**config.mk**
```make
export PLATFORM = sky130hd
export DESIGN_NAME = sp_ram_req_ctrl
export DESIGN_NICKNAME = d
export VERILOG_FILES = /design/src/rtl/sp_ram_req_ctrl.sv
export SDC_FILE = /design/constraint.sdc
export NUM_CORES = 1
export LEC_CHECK = 0
export ABC_AREA = 1
export CAP_MARGIN = 20
export CORE_ASPECT_RATIO = 2
export CORE_MARGIN = 1
export CORE_UTILIZATION = 17
export CTS_CLUSTER_SIZE = 30
export DETAILED_ROUTE_END_ITERATION = 10
export HOLD_SLACK_MARGIN = 0.08
export PLACE_DENSITY = 0.77
export SLEW_MARGIN = 40
export SYNTH_ARGS = -nofsm -noshare
export SYNTH_HDL_FRONTEND = slang
export SYNTH_SLANG_ARGS = --single-unit
```
**constraint.sdc**
```tcl
create_clock -name clk -period 0.8 [get_ports clk]
set_input_delay 0.08 -clock clk [delete_from_list [all_inputs] [get_ports clk]]
set_output_delay 0.08 -clock clk [all_outputs]
set_load 0.02 [all_outputs]
```
**src/rtl/sp_ram_req_ctrl.sv**
```systemverilog
`default_nettype none
// ============================================================================
// Module      : sp_ram_req_ctrl
// Description : Request controller in front of the single-port data RAM and
//               its per-byte DIFT tag array. It grants core requests on a
//               req/gnt/rvalid handshake, drives the RAM pins combinationally
//               and returns one response per grant a cycle later. Misaligned
//               accesses are granted but not forwarded, and they return
//               err_o = 1.
//               Optional macro SP_RAM_TAG_INIT_EN: after every reset, sweep
//               the tag array to zero, one word per cycle, before any grant.
// Revision    : 1.0 - initial release
// ============================================================================
module sp_ram_req_ctrl #(
    parameter int RAM_SIZE   = 32768,
    parameter int ADDR_WIDTH = $clog2(RAM_SIZE),
    parameter int DATA_WIDTH = 32
) (
    input  logic                    clk,
    input  logic                    rst_i,
    // core side
    input  logic                    req_i,
    output logic                    gnt_o,
    input  logic [ADDR_WIDTH-1:0]   addr_i,
    input  logic                    we_i,
    input  logic [DATA_WIDTH/8-1:0] be_i,
    input  logic [DATA_WIDTH-1:0]   wdata_i,
    input  logic                    we_tag_i,
    input  logic                    wdata_tag_i,
    output logic                    rvalid_o,
    output logic [DATA_WIDTH-1:0]   rdata_o,
    output logic [DATA_WIDTH/8-1:0] rdata_tag_o,
    output logic                    err_o,
    output logic                    busy_o,
    // RAM side
    output logic                    ram_en_o,
    output logic                    ram_we_o,
    output logic                    ram_we_tag_o,
    output logic                    ram_wdata_tag_o,
    output logic [ADDR_WIDTH-1:0]   ram_addr_o,
    output logic [DATA_WIDTH-1:0]   ram_wdata_o,
    output logic [DATA_WIDTH/8-1:0] ram_be_o,
    input  logic [DATA_WIDTH-1:0]   ram_rdata_i,
    input  logic [DATA_WIDTH/8-1:0] ram_rdata_tag_i
);

    logic                  w_sweep_active;
    logic [ADDR_WIDTH-1:0] w_sweep_addr;
    logic                  w_aligned;

    assign w_aligned = (addr_i[1:0] == 2'b00);

`ifdef SP_RAM_TAG_INIT_EN
    localparam int C_WCNT_WIDTH = ADDR_WIDTH - 2;

    typedef enum logic [0:0] {
        ST_INIT  = 1'b0,
        ST_SERVE = 1'b1
    } state_e;

    state_e                  state_q, state_d;
    logic [C_WCNT_WIDTH-1:0] word_cnt_q, word_cnt_d;

    // State and sweep-counter registers; reset restarts the sweep at word 0.
    always_ff @(posedge clk) begin
        if (rst_i) begin
            state_q    <= ST_INIT;
            word_cnt_q <= '0;
        end else begin
            state_q    <= state_d;
            word_cnt_q <= word_cnt_d;
        end
    end

    // Sweep sequencing: one word per cycle, leave INIT after the all-ones word
    // so the counter never has to wrap.
    always_comb begin
        state_d    = state_q;
        word_cnt_d = word_cnt_q;
        if (state_q == ST_INIT) begin
            word_cnt_d = word_cnt_q + 1'b1;
            if (&word_cnt_q) begin
                state_d    = ST_SERVE;
                word_cnt_d = '0;
            end
        end
    end

    assign w_sweep_active = (state_q == ST_INIT);
    assign w_sweep_addr   = {word_cnt_q, 2'b00};
`else
    assign w_sweep_active = 1'b0;
    assign w_sweep_addr   = '0;
`endif

    assign busy_o = w_sweep_active;

    // Grant and RAM pin drive: sweep writes zero tags, otherwise aligned
    // requests pass straight through and everything else leaves the RAM idle.
    always_comb begin
        gnt_o           = 1'b0;
        ram_en_o        = 1'b0;
        ram_we_o        = 1'b0;
        ram_we_tag_o    = 1'b0;
        ram_wdata_tag_o = 1'b0;
        ram_addr_o      = '0;
        ram_wdata_o     = '0;
        ram_be_o        = '0;
        if (w_sweep_active) begin
            ram_en_o     = 1'b1;
            ram_we_tag_o = 1'b1;
            ram_be_o     = '1;
            ram_addr_o   = w_sweep_addr;
        end else begin
            gnt_o = 1'b1;
            if (req_i && w_aligned) begin
                ram_en_o        = 1'b1;
                ram_addr_o      = addr_i;
                ram_we_o        = we_i;
                ram_we_tag_o    = we_i & we_tag_i;
                ram_wdata_o     = wdata_i;
                ram_wdata_tag_o = wdata_tag_i;
                ram_be_o        = be_i;
            end
        end
    end

    logic resp_valid_q, resp_valid_d;
    logic resp_read_q,  resp_read_d;
    logic resp_err_q,   resp_err_d;

    // Response bookkeeping captured on every accepted request.
    always_comb begin
        resp_valid_d = req_i & gnt_o;
        resp_read_d  = req_i & gnt_o & ~we_i & w_aligned;
        resp_err_d   = req_i & gnt_o & ~w_aligned;
    end

    // Response register; reset drops any response still in flight.
    always_ff @(posedge clk) begin
        if (rst_i) begin
            resp_valid_q <= 1'b0;
            resp_read_q  <= 1'b0;
            resp_err_q   <= 1'b0;
        end else begin
            resp_valid_q <= resp_valid_d;
            resp_read_q  <= resp_read_d;
            resp_err_q   <= resp_err_d;
        end
    end

    // RAM read data is only exposed for aligned reads; all else returns zero.
    assign rvalid_o    = resp_valid_q;
    assign err_o       = resp_err_q;
    assign rdata_o     = resp_read_q ? ram_rdata_i     : '0;
    assign rdata_tag_o = resp_read_q ? ram_rdata_tag_i : '0;

endmodule
`default_nettype wire
```
==> reports/qor.yml <==
cts:
  post_cts_resized: 663
  path_clk_slew_ps: 30
  cts_num_sinks: 3
  root_buffer: "clkbuf_8"
  clock_tree.buffer_depth: 2
  hold_buffers: 0
  cts_setup_buffers: 15
  htreeDepth: 1
sta:
  holdWs_ps: 427
  finalSetupViolCount: 89
  setup-tns-final_ps: -22840
  fin_crit_ps: 1160
  fmax_mhz: 861
  hold_viol: 0
  fin_ws_ps: -362
  final_max_slew_viol_count: 0
setup_path:
  crit_chain: "buf_16 > buf_6 > nand2_2 > inv_2 > buf_6"
  cp_top_family: "buffers and inverters"
  critPathSlowestCell: "dfxtp_4"
  max_stage_delay_ps: 370
  cp_max_fo: 5
  timing.critical_path.buf_inv: 4
  crit_type: "flop to output pin"
  critical_path.most_common_cell: "buf_6"
  start_kind: "flop"
  cp-endpoint: "rdata_tag_o[3]"
  worstPathArrival_ps: 1080
  crit_path_end_kind: "output pin"
run:
  warning_count: 30
  max_cap_violations: 0
outcome:
  status: "finished, violations left"
  violations: "setup timing"
logic_synthesis:
  synthXorXnorAreaFrac: 0
  syn_avg_cell_area_um2: 4.33
  synth_simple_gate_area_share: 0.417
  synth.largest_area_cell: "inv_1"
  ys_top_logic_family: "buffers and inverters"
  edf_count: 0
  top_cell_area_share: 0.385
  ff_type: "dfxtp_1"
  synth_cell_type_count: 10
  syn_inst: 203
  ys_sh_mux: 0
  synth_warnings: 0
  adder_share: 0
  top_cell: "inv_1"
  top_cells_by_count: "inv_1, nor2_1, nand2_1, buf_6"
  synth_flops: 3
  ys_cells: 203
  aoi_share: 0
  yosysChipArea_um2: 878
  top_cells_by_area: "inv_1, nor2_1, nand2_1, dfxtp_1, buf_6"
  ys_async_sr_fraction: 0
drt:
  drt-pass1-iter-count: 4
  drt-total-wl_um: 7770
  initialDrtViolationCount: 29
  detail-route-antenna-nets: 0
pwr:
  switching_power_uw: 725
  power.internal_uw: 1240
  ir_drop_uv: 618
  swShare: 0.368
  combPwrFrac: 0.693
  pwr-share-seq: 0.080
  power_density_nw_per_um2: 517
  p_seq_uw: 158
  top_power_group: "combinational logic"
  p_total_uw: 1970
  pg_clk_uw: 446
  comb_cell_power_uw: 1360
place:
  io_buffers: 183
  place.gp.congestion: 0.762
  post-dp-hpwl_um: 3830
  preCtsSetupSlack_ps: -934
final_layout:
  final_cell_area_um2: 3810
  areaGrowthSynthToFinish_pct: 334
  final_common_cell: "buf_6"
  layout_top_cells: "buf_6, clkdlybuf4s50_1, nor2_4"
  drive_above_1_share: 0.633
global_route:
  grt_pass1_vias: 2113
  grt_pass1_wl_um: 10000
  grt_max_degree: 12
  grt_antenna_before_repair: 0
hold_path:
  hold_end: "resp_read_q"
  hold_path_class: "primary input to flop"
  min_from: "we_i"
floorplan:
  placementRows: 36
  dieArea_um2: 5480
==> cell type report <==
cell class,instances,area (um^2)
clock buffers,4,45.0
fillers,289,1100
inverters,90,343
multi-input cells,100,925
flip-flops and latches,3,63.8
well taps,57,71.3
repair buffers,212,2360
==> per-layer routing <==
layer | GRT usage | wire length (um) | vias up
met5 | 0 | 0 | -
met4 | 0.0771 | 237 | 0
met3 | 0.120 | 1070 | 20
met2 | 0.502 | 4410 | 165
met1 | 0.181 | 2050 | 910
li1 | - | - | 918
==> through the flow <==
stage	instances	utilization
floorplan	205	-
global placement	439	0.565
detailed placement	439	0.565
CTS	466	0.731
global route	466	0.776
finish	466	0.776
==> state kept, by name (all words and copies together) (netlist names) <==
register and cells:
rvalid_o 1, resp_read_q 1, err_o 1
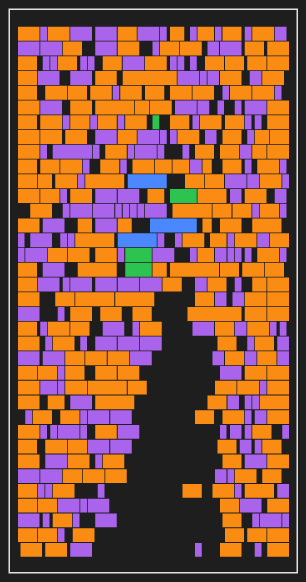
**Above:** cell classes on the final placement.
| color | class | cells |
|---|---|---|
| purple | combinational and other logic | 190 |
| green | clock drivers and dummy loads | 4 |
| orange | other buffers and delay cells | 212 |
| blue | flops | 3 |

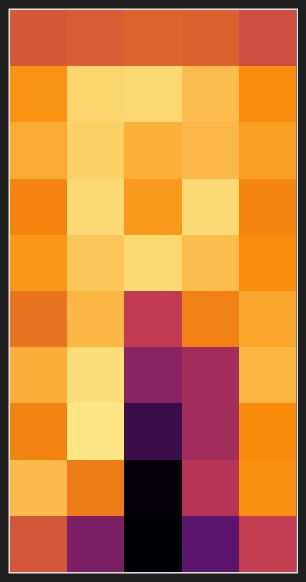
**Above:** cell density map.
The die is cut into 5 by 10 equal tiles; black is low, pale yellow is high, 0 to 100% covered.
tiles over 75% full: 52%
mean over tiles: 68%
nearly empty tiles: 4.0%
emptiest ninth of the die: south
fullest tile: 95%
Final Util: 0.776
fp util: 0.179
Core ar.: 4910 um^2

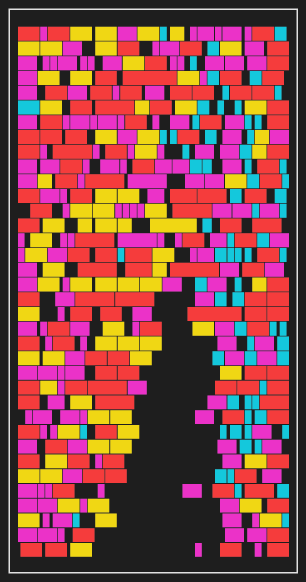
**Above:** cell sizes after repair.
| color | size | cells | share | most used |
|---|---|---|---|---|
| magenta | _0 and _1 cells | 150 | 37% | clkdlybuf4s50_1 |
| yellow | _3 and _4 cells | 73 | 18% | nor2_4 |
| cyan | _2 cells | 71 | 17% | inv_2 |
| red | _6 and larger | 115 | 28% | buf_6 |

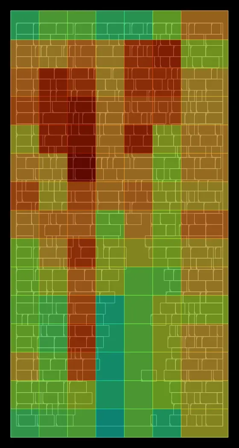
**Above:** congestion heat map.
drt wl/cell: 16.7 um
gr usage total: 0.250
GRT met3 Usage: 0.120

Power and IR drop assume default switching activity.
